Design r7_uart_tx_flat, sky130hd; sources not shown.
Figure 1. Routed metal, one color a layer (run 1).
The bar under the picture is 20 um long. Two of the layers only.
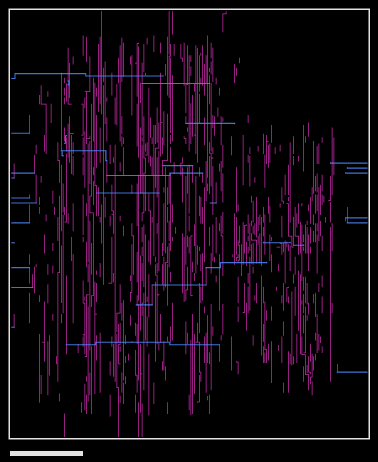
[blue] M3 | wire length: 320 um
[magenta] M2 | wire length: 4730 um
Total Routed Length: 8808 um
Vias: 2741
gr usage total: 17.54%
wire per inst: 17.27 um

Figure 2. Placed cells, one color a class (run 1).
Fill, decap, tap and diode cells in gray.
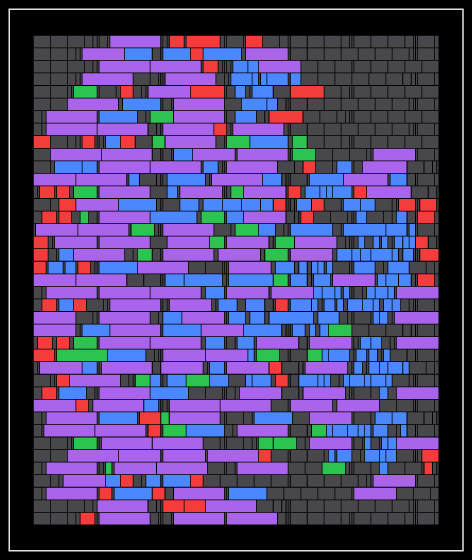
[red] remaining buffers and delay cells | cells: 57 | share of their area: 8.9%
[purple] sequential cells | cells: 121 | share of their area: 56%
[blue] remaining logic cells | cells: 177 | share of their area: 29%
[green] clock drivers and dummy loads | cells: 32 | share of their area: 6.3%
core area: 9320 sq um
Finished Core Util: 65.74%
Row Count: 39
flop share of the area: 54.73%

Figure 3. Sequential cells colored by netlist name (run 1).
The bar under the picture is 20 um long. Other sequential cells in the stronger gray, the rest of the logic in the fainter gray.
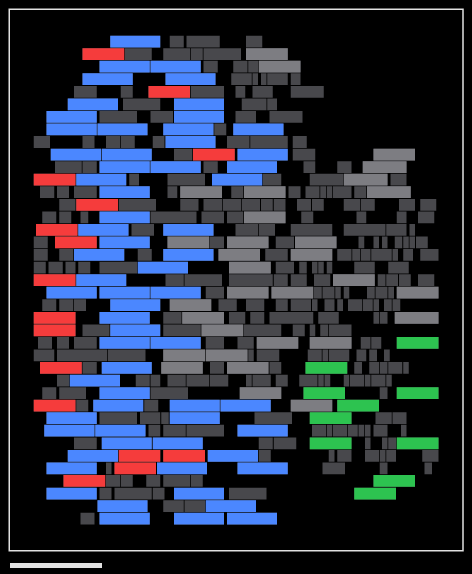
[red] u_core.r7_prev_q | placed flops: 16
[green] u_core.timer_q | placed flops: 10 | where: bottom right
[blue] u_core.mem_q | placed flops: 64
seq pwr: 2.33 mW
register area: 3353 sq um

==> flow_summary.ini, run 1 <==
; generated from flow reports
[outcome]
status = completed

[critical_path]
worstPathArrival_ns = 2.66
critPathLaunchType = flop
crit_required_ns = 2.86
worstPathMaxFanout = 4
slowest_delay_ns = 0.50
r2r_cells = 8
crit_chain = inv_2 -> ha_4 -> or4b_1 -> nor2b_2 -> ha_4 -> inv_2 -> fa_1 -> mux2_2
critPathKind = flop to flop
ff2ff_setup_slack_ns = 0.20
cp_slowest_cell = or4b_1
crit_path_end_kind = flop

[final_layout]
drive_gt1_share_pct = 31.01
n_antenna_cell = 0
largest_reg_flops = 64
stdcell_area_sq_um = 6127
nNetsFinal = 407
area_growth_pct = 21.88
fin_cells = 510

[cts]
clockBufferDepth = 2
cts.clk_slew.worst_paths_ns = 0.08
cts.htree.levels = 4
clkLatencyLatePin_ns = 0.43

[worst_hold_path]
hp-class = input pin to flop
hold_depth = 2

[global_routing]
first_global_vias = 2907
grt_max_degree = 25
grt-ovfl-total = 0
grt_pass1_wl_um = 14940

[synth]
edf_count = 64
ys.flop_type = edfxtp_1
yosys_area_sq_um = 5027
largest_area_cell = edfxtp_1
synth.cell_area_sq_um = 5027
syn_inst = 308
ys_warn_count = 0
yosysCellCount = 308
top_cell = edfxtp_1
synth_flops = 121
top_cells_by_area = edfxtp_1 38%, dfrtp_1 28%, mux4_2 7.6%
synthTopCellsByCount = 64 x edfxtp_1, 56 x dfrtp_1, 23 x xnor2_1

[die]
pin_count = 25
die-area_sq_um = 11470
fp.dieH_um = 117
initCoreUtil_pct = 53.94

[drt]
drtPass1Iterations = 4
drt_iter0_drc = 116
drc = 0

[sta]
setup_tns_ns = 0
rsz0062_at_grt = yes
fin_crit_ns = 2.498
max_slew.worst_pin.slew_ns = 0.5269
setup_violations = 0
hold_ws_ns = 0.2530
max_slew_margin_pct = 64.87

[place]
dp_hpwl_um = 5998
place_area_sq_um = 5674
gp_congestion = 0.7203
dp_slack_ns = -0.4560
portBuffers = 24
dpl.cell_count = 476

[pwr]
cellPowerDensity_nw_per_um2 = 749.9
peakVddDrop_v = 0.0005307
power_mw = 4.595

[job]
maxCapViolCount = 0
-- run 1: cells in the final DEF, fill, tap and decap left out, drive strengths merged, types with 6 or more instances in the layout --
master          n
edfxtp         64
dfrtp          56
buf            33
xnor2          23
nor2           20
mux2           19
mux4           19
clkbuf         17
inv            17
ha             13
dlygate4sd2    11
nand2          10
o21ai           8
clkdlybuf4s50   7
xor2            6
mux2i           6
-- run 1: area by class of cell --
type	instances	area [sq um]
flip-flops and latches	121	3353
fillers	638	3193
multi-input cells	167	1675
repair buffers	57	533.0
clock buffers	17	234.0
well taps	123	153.9
clock inverters	15	140.1
inverters	10	37.54
-- run 1: cell families (layout without fill, tap and decap cells) --
group	Yosys count	in the layout	synth area share (%)
flip-flops	121	121	66.63
AND/OR/NAND/NOR	58	58	5.749
multiplexers	44	44	14.19
XOR/XNOR	29	29	5.052
AND-OR/OR-AND	22	22	2.937
buffers and inverters	20	99	1.817
adder cells (fa/ha/maj)	14	14	3.634
-- run 1: critical path: cells and delay by family, from the launching register on --
family	cells	cell delay, ns
flops	1	0.41
fa+ha+maj	3	0.74
buf+inv	2	0.13
simple gates	2	0.70
mux	1	0.26
-- run 1: power breakdown --
group	switching, mW	internal, mW
Sequential	0.104	2.22
Combinational	0.412	0.354
Clock	0.755	0.744
-- run 1: what timing repair did --
action,CTS,global route
setup endpoints to repair,3,2
pin swaps,6,4
resized,21,7
hold buffers,1,0
hold endpoints to repair,21,0
buffers inserted,1,0
-- run 1: metal layers --
layer	vias to the layer above	track usage [%]	routed length, um
met4	0	4.986	52
met2	46	30.74	4732
met3	6	6.224	320
met1	1400	20.69	3702
li1	1289	-	-
met5	-	0	0
Figure 4. Clock distribution (run 1).
The bar under the picture is 20 um long.
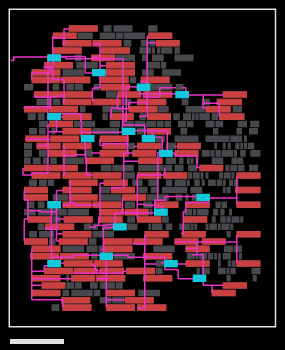

==> run 1 -> run 2 <==
Settings changed: CORE_AREA 5 5 93 112 to 2 2 90 109, CTS_BUF_LIST sky130_fd_sc_hd__clkbuf_4 sky130_fd_sc_hd__clkbuf_8 to sky130_fd_sc_hd__clkbuf_2 sky130_fd_sc_hd__clkbuf_4 sky130_fd_sc_hd__clkbuf_8, DIE_AREA 0 0 98 117 to 0 0 92 111.
Figure 5. Clock distribution (run 2).
The bar under the picture is 20 um long.
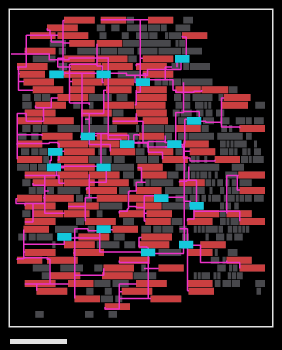
[magenta] clock wires | length: 1330 um
[cyan] clock-net drivers | count: 17
[red] flip-flops | count: 121
flops lie: spread over the die
Clock group: 1.61 mW
Late-Pin Clk Latency: 0.43 ns

Figure 6. Routed metal, one color a layer (run 2).
The bar under the picture is 20 um long. Two of the layers only.
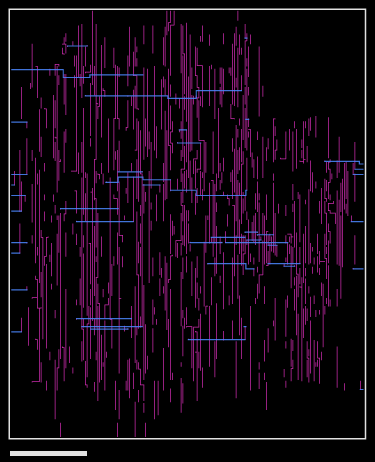
[magenta] M2 | wire length: 4670 um
[blue] M3 | wire length: 349 um
gr usage total: 19.07%
Total Routed Length: 8934 um
Vias: 2756
wire per inst: 17.52 um

==> flow_summary.ini, run 2 <==
; generated from flow reports
[drt]
drtPass1Iterations = 4
drt_iter0_drc = 121

[global_routing]
top_usage_layer = met2
grt_util_met3_pct = 5.574
grt_max_degree = 27
globalRouteMet1Util_pct = 24.38
gr-usage-met2_pct = 31.42
grt-ovfl-total = 0

[die]
coreArea_sq_um = 9271
fp.dieH_um = 111
pin_count = 25

[final_layout]
layout_top_cell = edfxtp_1
drive_gt1_share_pct = 31.01
n_fill_cell = 654

[critical_path]
crit_path_end_kind = flop
crit_required_ns = 2.86
critPathKind = flop to flop
r2r_cells = 8
critPathLaunchType = flop

[sta]
rsz0062_at_grt = yes
max_slew.worst_pin.slew_ns = 0.6399
setup_violations = 0
max_slew_margin_pct = 57.34
fin_crit_ns = 2.517

[place]
portBuffers = 24
dp_hpwl_um = 5966
gp_congestion = 0.7750

[cts]
cts.clk_slew.worst_paths_ns = 0.07
cts.htree.levels = 4

[pwr]
cellPowerDensity_nw_per_um2 = 765.7
peakVddDrop_v = 0.0005575
power_mw = 4.715

[synth]
yosysCellCount = 308
largest_area_cell = edfxtp_1
ys.flop_type = edfxtp_1
synth_flops = 121
ys_warn_count = 0
top_cells_by_area = edfxtp_1 38%, dfrtp_1 28%, mux4_2 7.6%
edf_count = 64

[worst_hold_path]
hold_depth = 2

[outcome]
status = completed
[run 2: cell counts after synthesis]
No cell type changed its count.
[run 2: worst max-delay path, cell delays in order, from the launching register on]
cell and delay (ns):
dfrtp_1 0.35, inv_1 0.10, ha_4 0.19, or4b_1 0.52, nor2b_2 0.21, ha_4 0.18
inv_2 0.04, fa_1 0.40, mux2_2 0.27
[run 2: logic make-up (layout without fill, tap and decap cells)]
logic type	after synthesis	after routing	synth area share (%)
flops	121	121	66.63
simple gates	58	58	5.749
mux	44	44	14.19
xor+xnor	29	29	5.052
compound gates	22	22	2.937
buf+inv	20	99	1.817
fa+ha+maj	14	14	3.634
[run 2: layout make-up]
class	instances	area [sq um]	area share (%)
sequential	121	3353	54.45
timing repair buffer	58	531.8	8.635
multi-input combinational	167	1685	27.37
clock buffer	18	241.5	3.921
inverter	10	37.54	0.6095
clock inverter	13	155.1	2.519
tap	123	153.9	2.499
[run 2: per-layer routing]
metal  up-vias  share of wire (%)
li1       1277                  -
met1      1401                 43
met2        67                 52
met3        11                3.9
met4         0                1.3
met5         -                  0
[run 2: where the power goes]
group | internal (mW) | switching [mW]
Sequential | 2.23 | 0.0974
Clock | 0.910 | 0.701
Combinational | 0.357 | 0.426
[run 2: per-stage QoR]
stage	instance area [sq um]	std cells	util, %	setup slack [ns]
floorplan	5059	308	-	0.1617
global placement	5667	475	61.12	-0.4237
detailed placement	5667	475	61.12	-0.4952
CTS	6153	510	66.37	0.1510
global route	6158	510	66.42	0.08986
finish	6158	510	66.42	0.1833
[run 2: what timing repair did]
item,in CTS,in global routing
endpoints found under the hold margin,23,0
resized,27,2
setup buffers,3,0
endpoints found under the setup margin,3,2
hold buffers,1,0
pin swaps,6,5
No activity file was given, so power comes from the tool's default toggle rates.
